### Register map, names as in the netlist, run 1

The bar under the picture is 50 microns long. Other sequential cells in the stronger grey, the rest of the logic in the fainter grey.
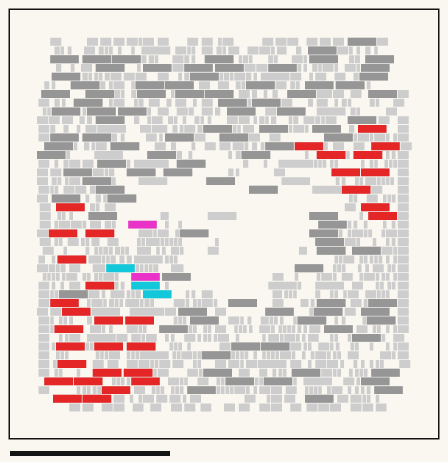
### PDN straps and rails, run 1

The bar under the picture is 50 microns long. Pins as bars on the die edge. Tap cells in grey.
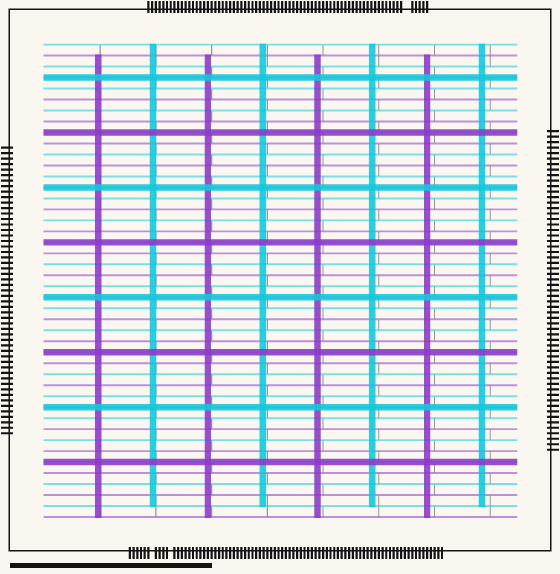
### Cell density map, run 1

The bar under the picture is 50 microns long. 13 x 13 tiles, from white (low) to dark blue (high), 0 to 100% covered.
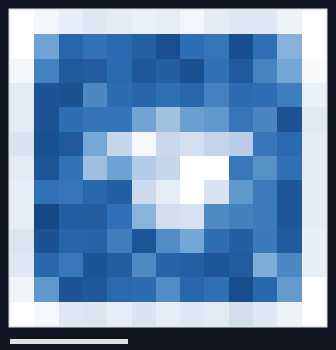
File: config.mk
export PLATFORM = sky130hd
export DESIGN_NAME = mem_port_arbiter
export DESIGN_NICKNAME = d
export VERILOG_FILES = /design/src/rtl/mips_pkg.sv /design/src/rtl/mem_port_arbiter.sv
export SDC_FILE = /design/constraint.sdc
export NUM_CORES = 1
export LEC_CHECK = 0
export ABC_AREA = 1
export CORE_MARGIN = 8
export CORE_UTILIZATION = 42
export CTS_CLUSTER_DIAMETER = 100
export DETAILED_ROUTE_END_ITERATION = 10
export PLACE_DENSITY = 0.81
export SETUP_SLACK_MARGIN = 0.02
export SYNTH_ARGS = -nofsm -noshare
export SYNTH_HDL_FRONTEND = slang
export SYNTH_SLANG_ARGS = --single-unit
File: constraint.sdc
create_clock -name clk -period 6.5 [get_ports clk]
set_input_delay 1.3 -clock clk [delete_from_list [all_inputs] [get_ports clk]]
set_output_delay 1.3 -clock clk [all_outputs]
set_load 0.01 [all_outputs]
File: src/rtl/mips_pkg.sv
// Shared definitions for the MIPS core: default datapath widths and the
// state encoding of the instruction/data memory port arbiter.
package mips_pkg;

  localparam int DEF_AW           = 32;
  localparam int DEF_DW           = 32;
  localparam int DEF_STARVE_LIMIT = 4;

  typedef enum logic [1:0] {
    ARB_IDLE     = 2'd0,
    ARB_BUSY_IF  = 2'd1,
    ARB_BUSY_MEM = 2'd2
  } arb_state_t;

endpackage

File: src/rtl/mem_port_arbiter.sv
// Shares one memory port between instruction fetch and the MEM stage.
// MEM (the older instruction) wins unless IF has been passed over
// STARVE_LIMIT times in a row. One port transaction is outstanding at a time.
module mem_port_arbiter
  import mips_pkg::*;
#(
  parameter int STARVE_LIMIT = DEF_STARVE_LIMIT,
  parameter int AW           = DEF_AW,
  parameter int DW           = DEF_DW
) (
  input  logic          clk,
  input  logic          rst,
  input  logic          if_req,
  input  logic [AW-1:0] if_addr,
  input  logic          if_flush,
  output logic [DW-1:0] if_rdata,
  output logic          if_done,
  input  logic          mem_rd,
  input  logic          mem_wr,
  input  logic [AW-1:0] mem_addr,
  input  logic [DW-1:0] mem_wdata,
  output logic [DW-1:0] mem_rdata,
  output logic          mem_done,
  output logic          stall_if,
  output logic          stall_mem,
  output logic          p_req,
  output logic          p_we,
  output logic [AW-1:0] p_addr,
  output logic [DW-1:0] p_wdata,
  input  logic          p_ack,
  input  logic [DW-1:0] p_rdata
);

  // Counter must be able to hold STARVE_LIMIT itself, since it saturates there.
  localparam int SW = (STARVE_LIMIT < 1) ? 1 : $clog2(STARVE_LIMIT + 1);
  localparam logic [SW-1:0] STARVE_MAX = SW'(STARVE_LIMIT);

  arb_state_t    state;
  arb_state_t    state_next;
  logic [SW-1:0] starve_cnt;
  logic          flush_pend;
  logic          mem_any;
  logic          starved;
  logic          mem_grant;
  logic          if_grant;

  // A simultaneous read and write is treated as a write, so only "any" matters here.
  assign mem_any = mem_rd | mem_wr;
  assign starved = (starve_cnt == STARVE_MAX);

  // Stalls follow the request/done handshake; a data access freezes fetch too.
  assign stall_mem = mem_any & ~mem_done;
  assign stall_if  = (if_req & ~if_done) | stall_mem;

  // State register; reset abandons any transaction in flight.
  always_ff @(posedge clk or posedge rst) begin
    if (rst) begin
      state <= ARB_IDLE;
    end else begin
      state <= state_next;
    end
  end

  // Grant decision (IDLE only) and next state.
  always_comb begin
    state_next = state;
    mem_grant  = 1'b0;
    if_grant   = 1'b0;
    case (state)
      ARB_IDLE: begin
        if (mem_any && (starve_cnt < STARVE_MAX)) begin
          mem_grant  = 1'b1;
          state_next = ARB_BUSY_MEM;
        end else if (if_req && !if_flush && (!mem_any || starved)) begin
          if_grant   = 1'b1;
          state_next = ARB_BUSY_IF;
        end
      end
      ARB_BUSY_IF: begin
        if (p_ack) begin
          state_next = ARB_IDLE;
        end
      end
      ARB_BUSY_MEM: begin
        if (p_ack) begin
          state_next = ARB_IDLE;
        end
      end
      default: begin
        state_next = ARB_IDLE;
      end
    endcase
  end

  // Starvation counter: counts MEM wins while IF waits, cleared once IF is served or gone.
  always_ff @(posedge clk or posedge rst) begin
    if (rst) begin
      starve_cnt <= '0;
    end else if (!if_req || if_grant) begin
      starve_cnt <= '0;
    end else if (mem_grant && (starve_cnt < STARVE_MAX)) begin
      starve_cnt <= starve_cnt + 1'b1;
    end
  end

  // Port drive, flush tracking and registered results with their one-cycle done pulses.
  always_ff @(posedge clk or posedge rst) begin
    if (rst) begin
      p_req      <= 1'b0;
      p_we       <= 1'b0;
      p_addr     <= '0;
      p_wdata    <= '0;
      flush_pend <= 1'b0;
      if_rdata   <= '0;
      if_done    <= 1'b0;
      mem_rdata  <= '0;
      mem_done   <= 1'b0;
    end else begin
      if_done  <= 1'b0;
      mem_done <= 1'b0;
      case (state)
        ARB_IDLE: begin
          if (mem_grant) begin
            p_req   <= 1'b1;
            p_we    <= mem_wr;
            p_addr  <= mem_addr;
            p_wdata <= mem_wdata;
          end else if (if_grant) begin
            p_req      <= 1'b1;
            p_we       <= 1'b0;
            p_addr     <= if_addr;
            flush_pend <= 1'b0;
          end
        end
        ARB_BUSY_IF: begin
          if (p_ack) begin
            p_req      <= 1'b0;
            p_we       <= 1'b0;
            flush_pend <= 1'b0;
            if (!flush_pend && !if_flush) begin
              if_rdata <= p_rdata;
              if_done  <= 1'b1;
            end
          end else if (if_flush) begin
            flush_pend <= 1'b1;
          end
        end
        ARB_BUSY_MEM: begin
          if (p_ack) begin
            p_req    <= 1'b0;
            p_we     <= 1'b0;
            mem_done <= 1'b1;
            if (!p_we) begin
              mem_rdata <= p_rdata;
            end
          end
        end
        default: begin
          p_req <= 1'b0;
        end
      endcase
    end
  end

endmodule

==> changes_impl.md, run 1 <==
### Implementation results

- Number of antenna violations at the first check in global routing: 0
- Synth logic family: simple AND/OR/NAND/NOR gates
- Flop count: 138
- Number of rows in the core area: 43
- Worst min-delay path startpoint: p_addr[29]$_DFFE_PP0P_
- Capturing element type of the critical path: output port
- Maximum clock insertion buffer count: 2
- Diode count: 0
- Multi-input combinational cell area: 1960 sq um
- Final tally of setup violations: 0
- Combinational share of cell area: 21.5%
- Complex-gate fraction of the synthesized area: 5.96%
- Net count reported at finish: 1091
- NonClk Buf Share: 29.6%
- Required time of the critical path: 5.20 ns
- Clock root buffer master: sky130_fd_sc_hd__clkbuf_16
- DR WL/cell: 15.6 microns
- Crit path launch: if_req
- Gp weighted congestion: 0.778
- Port buffer count: 268
- Non-filler cells in the finished layout: 1144
- Max-cap viol count: 0
- Hold violation total from the final report: 0
- Kind of critical path: in -> out
- Cell taking the most area after synthesis: sky130_fd_sc_hd__dfrtp_1
- Area fraction in mux cells: 0%
- Buffers inserted during post-CTS setup optimization: 0
- Post-synth EDFFs: 0
- Count of state elements after synthesis: 138
- Worst flop-to-flop path startpoint: state[0]$_DFFE_PP0P_
- Peak supply drop: 0.000266 V
- DRC violation total after the first TritonRoute iteration: 288
- Startpoint class of the critical path: primary input
- Kind of cell adding the most delay to the critical path: buffers and inverters
- Critical path data arrival time: 2.60 ns
- CTS tree: yes
- Inverter count: 49
- Final max-slew violation count: 0
- Result of the run: finished, final reports clean
## Picture notes: 'Register map, names as in the netlist'
colour	netlist name	placed flops
red	p_wdata	32
magenta	state	2
cyan	starve_cnt	3

## Picture notes: 'PDN straps and rails'
colour	net
purple	VSS
cyan	VDD
met4 straps	8
tap cells	180
met5 straps	8
signal pins	269

## Picture notes: 'Cell density map'
tiles over 75% full	31%
emptiest ninth of the die	centre
mean over tiles	50%
fullest tile	91%
nearly empty tiles	5.9%

-- run 1: kinds of logic after synthesis --
group	count (synthesis)
simple gates	400
flops	138
fa+ha+maj	5
compound gates	69
buf+inv	83
-- run 1: cells in the final DEF (no fill, tap or decap), types with 3 or more instances in the layout --
master                            instances
sky130_fd_sc_hd__inv_1                   45
sky130_fd_sc_hd__clkinv_2                 3
sky130_fd_sc_hd__a21oi_1                  3
sky130_fd_sc_hd__ha_1                     5
sky130_fd_sc_hd__clkbuf_16               17
sky130_fd_sc_hd__bufinv_16                3
sky130_fd_sc_hd__dfrtp_1                138
sky130_fd_sc_hd__nand3_1                  6
sky130_fd_sc_hd__nor2_1                   6
sky130_fd_sc_hd__nand2_1                380
sky130_fd_sc_hd__clkdlybuf4s50_1        268
sky130_fd_sc_hd__buf_4                    3
sky130_fd_sc_hd__o21ai_1                 26
sky130_fd_sc_hd__o21ai_0                 39
sky130_fd_sc_hd__clkinvlp_4               3
-- run 1: Yosys cell counts, types with 2 or more instances --
cell	number
sky130_fd_sc_hd__inv_2	2
sky130_fd_sc_hd__a21oi_1	3
sky130_fd_sc_hd__o21ai_1	26
sky130_fd_sc_hd__nor2_1	6
sky130_fd_sc_hd__buf_2	16
sky130_fd_sc_hd__nand2_1	380
sky130_fd_sc_hd__inv_1	46
sky130_fd_sc_hd__dfrtp_1	138
sky130_fd_sc_hd__buf_6	6
sky130_fd_sc_hd__nand2_4	2
sky130_fd_sc_hd__ha_1	5
sky130_fd_sc_hd__nand3_1	7
sky130_fd_sc_hd__buf_4	8
sky130_fd_sc_hd__clkbuf_1	4
sky130_fd_sc_hd__o21ai_0	39
-- run 1: worst paths after layout --
kind                                           end  slack [ns]  depth (start not counted)
setup / recovery                          stall_if        2.60                          4
hold reg to reg             p_addr[29]$_DFFE_PP0P_        0.48                          2
max in group asynchronous  p_wdata[31]$_DFFE_PP0P_        3.96                          3
hold / removal              p_addr[29]$_DFFE_PP0P_        0.48                          2
min in group asynchronous  if_rdata[9]$_DFFE_PP0P_        1.44                          2
setup reg to reg             p_addr[0]$_DFFE_PP0P_        3.85                          9
-- run 1: metrics by stage --
stage	utilization, %	area [sq um]	hold WS, ns	power [mW]
floorplan	-	5820	0.442	2.24
global placement	62.2	8530	0.461	3.16
detailed placement	62.2	8530	0.464	3.20
CTS	66.6	9140	0.481	4.22
global route	66.6	9140	0.495	4.43
finish	66.6	9140	0.477	4.16
-- run 1: sequential cells by signal, summed over array words and instances, names as in the netlist --
register    cells
p_addr         32
starve_cnt      3
flush_pend      1
p_we            1
p_req           1
mem_done        1
p_wdata        32
mem_rdata      32
if_rdata       32
if_done         1
state           2
-- run 1: routing by layer --
metal	track usage (%)	routed length (microns)	vias to the layer above
met5	0	0	-
met3	6.10	1270	27
met1	23.1	7190	2517
met2	33.3	8980	179
met4	9.11	414	0
li1	-	-	2625
-- run 1: report_power, final --
part | internal, mW | switching [mW] | total [mW]
clock network | 0.623 | 0.367 | 0.990
registers | 1.22 | 0.198 | 1.42
logic | 0.881 | 0.871 | 1.75
==> run 2: changes to the inputs <==
- CORE_UTILIZATION: 42 -> 38
- PLACE_DENSITY: 0.81 -> 0.78
- clock period: 6.5 -> 3.4 ns (I/O delays scaled with it)
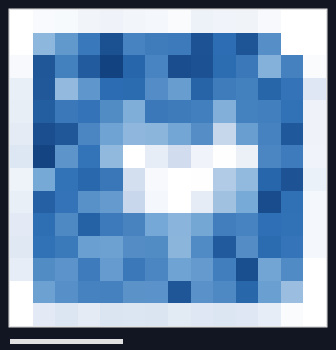
*Cell density map, run 2*
The bar under the picture is 50 microns long. 14 x 14 tiles, from white (low) to dark blue (high), 0 to 100% covered.
fullest tile	93%
nearly empty tiles	8.2%
mean over tiles	46%
tiles over 75% full	16%

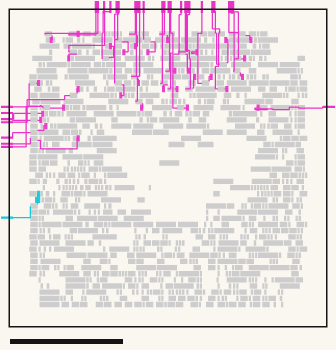
*Port wiring, run 2*
The bar under the picture is 50 microns long.
colour	port	bits	direction	end cells	buffers	wire
magenta	p_rdata	32	input	32	32	998 microns
cyan	mem_rd	1	input	2	1	18.0 microns

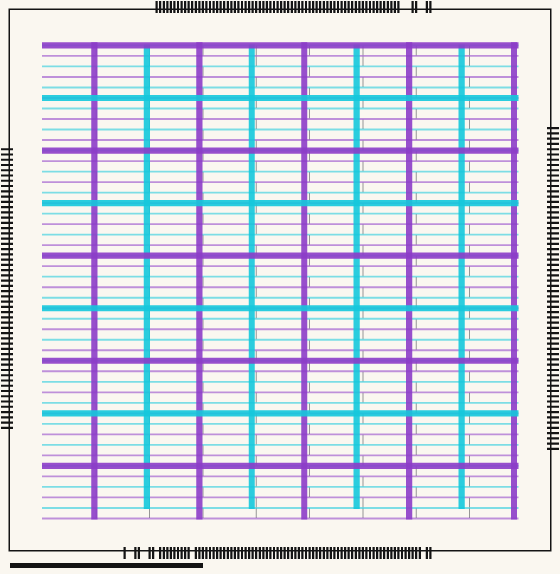
*PDN straps and rails, run 2*
The bar under the picture is 50 microns long. Pins as bars on the die edge. Tap cells in grey.
colour	net
cyan	VDD
purple	VSS
signal pins	269
met5 straps	9
met4 straps	9
tap cells	188

==> changes_impl.md, run 2 <==
### Implementation results

- Result of the run: finished, final reports clean
- Number of routed nets with antenna violations: 0
- Net count reported at finish: 1094 (+0.27%)
- Slack of the worst reg-to-reg path: 1.39 ns (-2.46 ns)
- Most common cell in the netlist: sky130_fd_sc_hd__nand2_1
- Worst r2r path cells: 7 (-2)
- Maximum clock insertion buffer count: 2 (unchanged)
- Fraction of final layout cells sized beyond drive strength 1: 4.86%
- Number of rows in the core area: 45 (+4.7%)
- Startpoint class of the critical path: primary input
- CTS tree: yes
- Required time of the critical path: 2.72 ns (-2.48 ns)
- Overall overflow remaining after global route: 0
- Post-synth EDFFs: 0 (unchanged)
- Number of global-route vias before repair: 5264
- Buffers inserted during post-CTS setup optimization: 0 (unchanged)
- Most frequent logic cells in the routed design: sky130_fd_sc_hd__nand2_1, sky130_fd_sc_hd__clkdlybuf4s50_1, sky130_fd_sc_hd__dfrtp_1
- Power share of the sequential group: 33.9% (-0.2 points)
- Number of antenna violations at the first check in global routing: 0 (unchanged)
- Reg-to-reg critical path endpoint: mem_rdata[5]$_DFFE_PP0P_
- Peak supply drop: 0.000480 V (+80%)
- Capturing element type of the critical path: output port
- Final max-slew violation count: 0 (unchanged)
- End of the worst hold path: p_addr[0]$_DFFE_PP0P_
- Clock period minus worst slack: 2.64 ns
- Worst min-delay path startpoint: p_addr[0]$_DFFE_PP0P_
- Yosys chip area: 5820 sq um
- Count of state elements after synthesis: 138 (unchanged)
- Cell leakage power: 4.58 nW
- Number of stages on the worst hold path: 2 (unchanged)
- Util after Layout: 61.2% (-5.5 points)
- Hold violation total from the final report: 0 (unchanged)
- Worst hold-check slack: 0.476 ns (-0.000408 ns)
- Switching share of total power: 34.7% (+0.19 points)
- Worst flop-to-flop path startpoint: state[0]$_DFFE_PP0P_
- Switching power: 2.77 mW (+93%)
- Cell internal power dissipation: 5.22 mW (+91%)
- DR WL/cell: 15.0 microns (-3.6%)
- Final tally of setup violations: 0 (unchanged)
- Gp weighted congestion: 0.825 (+6.0%)
- Kind of critical path: in -> out
- Cell taking the most area after synthesis: sky130_fd_sc_hd__dfrtp_1
- Clock root buffer master: sky130_fd_sc_hd__clkbuf_16
- Diode count: 0 (unchanged)
- Port buffer count: 268 (unchanged)
- Portion of total power attributed to combinational logic: 42.2% (about the same)
- DRC violation total after the first TritonRoute iteration: 229 (-20%)
- Critical path data arrival time: 1.96 ns (-0.64 ns)
- Clock Power Share: 23.8% (about the same)
- Max-cap viol count: 0 (unchanged)
- Worst skew pair latency: 0.41 ns
- Ranking of synthesized cells by instance count: sky130_fd_sc_hd__nand2_1, sky130_fd_sc_hd__dfrtp_1, sky130_fd_sc_hd__inv_1
- Most common cell after layout, fill and taps aside: sky130_fd_sc_hd__nand2_1
- Crit path launch: if_req
[run 2: cell counts after synthesis]
Identical to the previous run, type by type.
[run 2: cells by family (layout without fill, tap and decap cells)]
group                    Yosys count  after routing  share of synthesized area, %
adder cells (fa/ha/maj)            5              5                          1.08
buffers and inverters             83            355                          6.99
AND/OR/NAND/NOR                  400            400                          26.6
flip-flops                       138            138                          59.4
AND-OR/OR-AND                     69             69                          5.96
[run 2: worst max path at each step]
stage | depth (start not counted) | endpoint | slack [ns]
after floorplan | 1 | flush_pend$_DFFE_PP0P_ | 1.0
after CTS | 4 | stall_if | 0.74
final | 4 | stall_if | 0.76
after global routing | 4 | stall_if | 0.70
after global placement | 4 | stall_if | 0.76
after detailed placement | 4 | stall_if | 0.75
[run 2: cell type report]
type / count / area [sq um]
multi-input cells: 474 / 1960
repair buffers: 274 / 2780
inverters: 49 / 188
flip-flops and latches: 138 / 3450
well taps: 188 / 235
fillers: 1290 / 5860
clock inverters: 14 / 184
clock buffers: 18 / 429
[run 2: per-layer routing]
metal,wire [microns],track usage (%),part of all wire (%),vias to the layer above
li1,-,-,-,2641
met1,7030,20.3,40,2410
met2,8670,30.6,50,165
met3,1240,6.40,7.1,30
met4,439,7.94,2.5,0
met5,0,0,0,-
[run 2: critical path, cell delays in order]
cell                              delay, ns
sky130_fd_sc_hd__clkdlybuf4s50_1       0.51
sky130_fd_sc_hd__inv_1                 0.07
sky130_fd_sc_hd__o22ai_1               0.14
sky130_fd_sc_hd__clkdlybuf4s50_1       0.56
[run 2: through the flow]
| step | instance area (sq um) | std cells | setup WS [ns] | total power [mW] |
|---|---|---|---|---|
| floorplan | 5820 | 695 | 0.999 | 4.28 |
| global placement | 8620 | 1123 | 0.764 | 6.08 |
| detailed placement | 8620 | 1123 | 0.755 | 6.16 |
| CTS | 9230 | 1155 | 0.744 | 8.11 |
| global route | 9230 | 1155 | 0.696 | 8.54 |
| finish | 9230 | 1155 | 0.758 | 7.99 |
[run 2: power by group through the flow]
stage / combinational (mW) / clock [mW] / sequential [mW]
after global placement: 3.37 / 0 / 2.71
final: 3.38 / 1.90 / 2.71
after floorplan: 1.25 / 0 / 3.03
after global routing: 3.72 / 2.03 / 2.79
after detailed placement: 3.44 / 0 / 2.72
after CTS: 3.45 / 1.95 / 2.72
==> run 3: changes to the inputs <==
- CORE_UTILIZATION: 38 -> 42
- PLACE_DENSITY: 0.78 -> 0.81
- clock period: 3.4 -> 2.7 ns (I/O delays scaled with it)
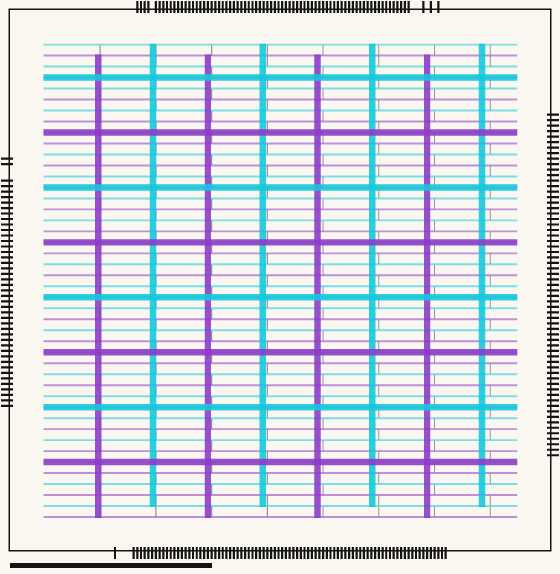
*PDN straps and rails, run 3*
The bar under the picture is 50 microns long. Pins as bars on the die edge. Tap cells in grey.
colour	net
cyan	VDD
purple	VSS
met5 straps	8
rows	43
signal pins	269
met4 straps	8
met1 rails	44

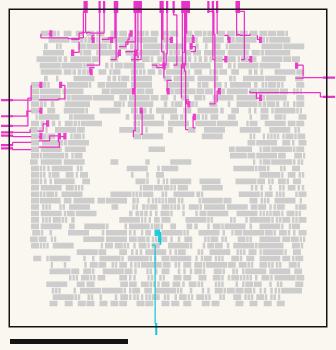
*Port wiring, run 3*
The bar under the picture is 50 microns long.
colour	port	bits	direction	end cells	buffers	wire
magenta	p_rdata	32	input	32	32	893 microns
cyan	mem_rd	1	input	2	1	43.2 microns

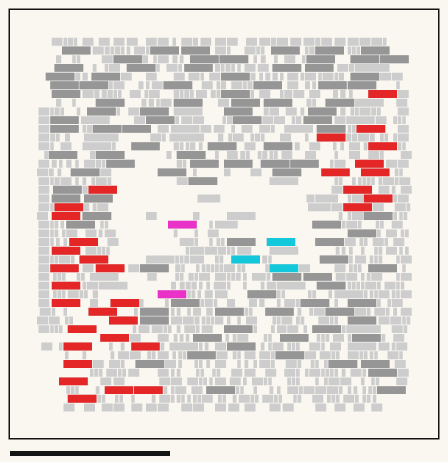
*Register map, names as in the netlist, run 3*
The bar under the picture is 50 microns long. Other sequential cells in the stronger grey, the rest of the logic in the fainter grey.
colour	netlist name	placed flops
magenta	state	2
cyan	starve_cnt	3
red	p_wdata	32
not coloured	101

==> changes_impl.md, run 3 <==
### Implementation results

- Diode count: 0 (unchanged)
- Count of pins on the block boundary: 269
- Path category of the worst min-delay check: reg -> reg
- Required time of the critical path: 2.16 ns (-0.56 ns)
- Overall overflow remaining after global route: 0 (unchanged)
- Ranking of synthesized cells by instance count: sky130_fd_sc_hd__nand2_1, sky130_fd_sc_hd__dfrtp_1, sky130_fd_sc_hd__inv_1
- Placement Cell Area: 8640 sq um (+0.23%)
- Final setup margin: 0.271 ns (-0.487 ns)
- Number of routed nets with antenna violations: 0 (unchanged)
- Worst min-delay path startpoint: p_addr[13]$_DFFE_PP0P_
- DR WL/cell: 15.4 microns (+2.5%)
- Clock period minus worst slack: 2.43 ns
- Total Die Area: 17900 sq um
- Post-synth EDFFs: 0 (unchanged)
- Final tally of setup violations: 0 (unchanged)
- Slowest stage cell on the critical path: sky130_fd_sc_hd__clkdlybuf4s50_1
- DRC violation total after the first TritonRoute iteration: 316 (+38%)
- Util after Layout: 67.5% (+6.3 points)
- Final cell area excluding filler cells: 9260 sq um (+0.28%)
- Most frequent logic cells in the routed design: sky130_fd_sc_hd__nand2_1, sky130_fd_sc_hd__clkdlybuf4s50_1, sky130_fd_sc_hd__dfrtp_1
- Hold violation total from the final report: 0 (unchanged)
- Worst r2r path cells: 9 (+2)
- Worst skew pair latency: 0.42 ns (about the same)
- Net count reported at finish: 1098 (+0.37%)
- Most common cell after layout, fill and taps aside: sky130_fd_sc_hd__nand2_1
- Buffers inserted during post-CTS setup optimization: 0 (unchanged)
- Capturing element type of the critical path: output port
- Top FF cell, synth: sky130_fd_sc_hd__dfrtp_1
- Peak supply drop: 0.000672 V (+40%)
- Number of antenna violations at the first check in global routing: 0 (unchanged)
- Count of state elements after synthesis: 138 (unchanged)
- Number of stages on the worst hold path: 2 (unchanged)
- Worst path max stage delay: 0.52 ns (-0.04 ns)
- Gp weighted congestion: 0.802 (-2.8%)
- Fraction of final layout cells sized beyond drive strength 1: 5.26% (+0.40 points)
- Result of the run: finished, final reports clean
- Final max-slew violation count: 0 (unchanged)
- Number of rows in the core area: 43 (-4.4%)
- Main area contributors after synthesis: sky130_fd_sc_hd__dfrtp_1, sky130_fd_sc_hd__nand2_1, sky130_fd_sc_hd__o21ai_0, sky130_fd_sc_hd__inv_1, sky130_fd_sc_hd__o21ai_1
- Port buffer count: 268 (unchanged)
- CTS tree: yes
- Final Total Pwr: 10.1 mW (+27%)
- Crit path buf inv count: 2 (-1)
- Reg-to-reg critical path endpoint: p_addr[19]$_DFFE_PP0P_
- Worst flop-to-flop path startpoint: starve_cnt[0]$_DFFE_PP0P_
- Number of global-route vias before repair: 5213 (-0.97%)
- Instance count on the critical path: 4 (unchanged)
- Startpoint class of the critical path: primary input
- End of the worst hold path: p_addr[13]$_DFFE_PP0P_
- Signed area change from the synthesized netlist to the final layout: 59.1%
- Slack of the worst reg-to-reg path: 0.97 ns (-0.42 ns)
- Critical path data arrival time: 1.89 ns (-0.07 ns)
- Worst slack after detailed placement: 0.261 ns (-0.494 ns)
- Crit path max fanout: 3
- Max-cap viol count: 0 (unchanged)
- Overall global routing resource usage: 19.8%
- Kind of critical path: in -> out
- Cell taking the most area after synthesis: sky130_fd_sc_hd__dfrtp_1
- Most common cell on crit path: sky130_fd_sc_hd__clkdlybuf4s50_1
- Most common cell in the netlist: sky130_fd_sc_hd__nand2_1
- Number of placed instances, taps included: 1119 (-0.36%)
- Synth Seq Share: 59.4%
- Cell leakage power: 4.60 nW (+0.49%)
- Number of buffers inserted for hold repair after clock tree synthesis: 0
- Yosys chip area: 5820 sq um (unchanged)
- Clock root buffer master: sky130_fd_sc_hd__clkbuf_16
- Crit-path cells: clkdlybuf4s50_1 > nor2_2 > o22ai_1 > clkdlybuf4s50_1
- Non-filler cells in the finished layout: 1150 (-0.43%)
- Number of CTS-inserted buffers: 17
- Kind of cell adding the most delay to the critical path: buffers and inverters
- Worst hold-check slack: 0.473 ns (-0.00328 ns)
## run 3: layout make-up
type | instances | area, sq um
clock buffers | 17 | 425
clock inverters | 14 | 194
fillers | 1102 | 4460
inverters | 49 | 188
multi-input cells | 474 | 1960
flip-flops and latches | 138 | 3450
well taps | 180 | 225
repair buffers | 278 | 2810
## run 3: worst max path at each step
stage          startpoint                endpoint  slack, ns
2_1_floorplan         rst  flush_pend$_DFFE_PP0P_       0.44
3_3_place_gp       mem_wr                stall_if       0.27
3_5_place_dp       mem_wr                stall_if       0.26
4_1_cts            mem_wr                stall_if       0.26
5_1_grt            mem_wr                stall_if       0.24
6_report           mem_wr                stall_if       0.27
## run 3: worst reg2reg max path: stages, from the launching register on
cell                      delay, ns
sky130_fd_sc_hd__dfrtp_1       0.37
sky130_fd_sc_hd__inv_1         0.07
sky130_fd_sc_hd__ha_1          0.20
sky130_fd_sc_hd__nand2_1       0.07
sky130_fd_sc_hd__nand2_1       0.10
sky130_fd_sc_hd__nand3_2       0.11
sky130_fd_sc_hd__nand2_4       0.11
sky130_fd_sc_hd__inv_2         0.43
sky130_fd_sc_hd__nand2_1       0.13
sky130_fd_sc_hd__nand2_1       0.09
## run 3: power breakdown
group | switching [mW] | internal [mW] | leakage, nW | total, mW
combinational | 2.13 | 2.18 | 2.55 | 4.30
clock | 0.891 | 1.55 | 0.300 | 2.44
sequential | 0.463 | 2.94 | 1.75 | 3.40
total | 3.48 | 6.66 | 4.60 | 10.1
## run 3: layer usage
layer	vias up	wire, microns	GRT usage [%]	part of all wire [%]
met3	25	1110	6.74	6.2
met4	0	454	8.30	2.6
li1	2637	-	-	-
met5	-	0	0	0
met1	2468	6970	22.0	39
met2	156	9200	33.9	52
## run 3: logic make-up (layout without fill, tap and decap cells)
logic type | count (synthesis) | after routing | synth area share, %
AND-OR/OR-AND | 69 | 69 | 5.96
buffers and inverters | 83 | 358 | 6.99
adder cells (fa/ha/maj) | 5 | 5 | 1.08
flip-flops | 138 | 138 | 59.4
AND/OR/NAND/NOR | 400 | 400 | 26.6
Power and IR drop assume default switching activity.
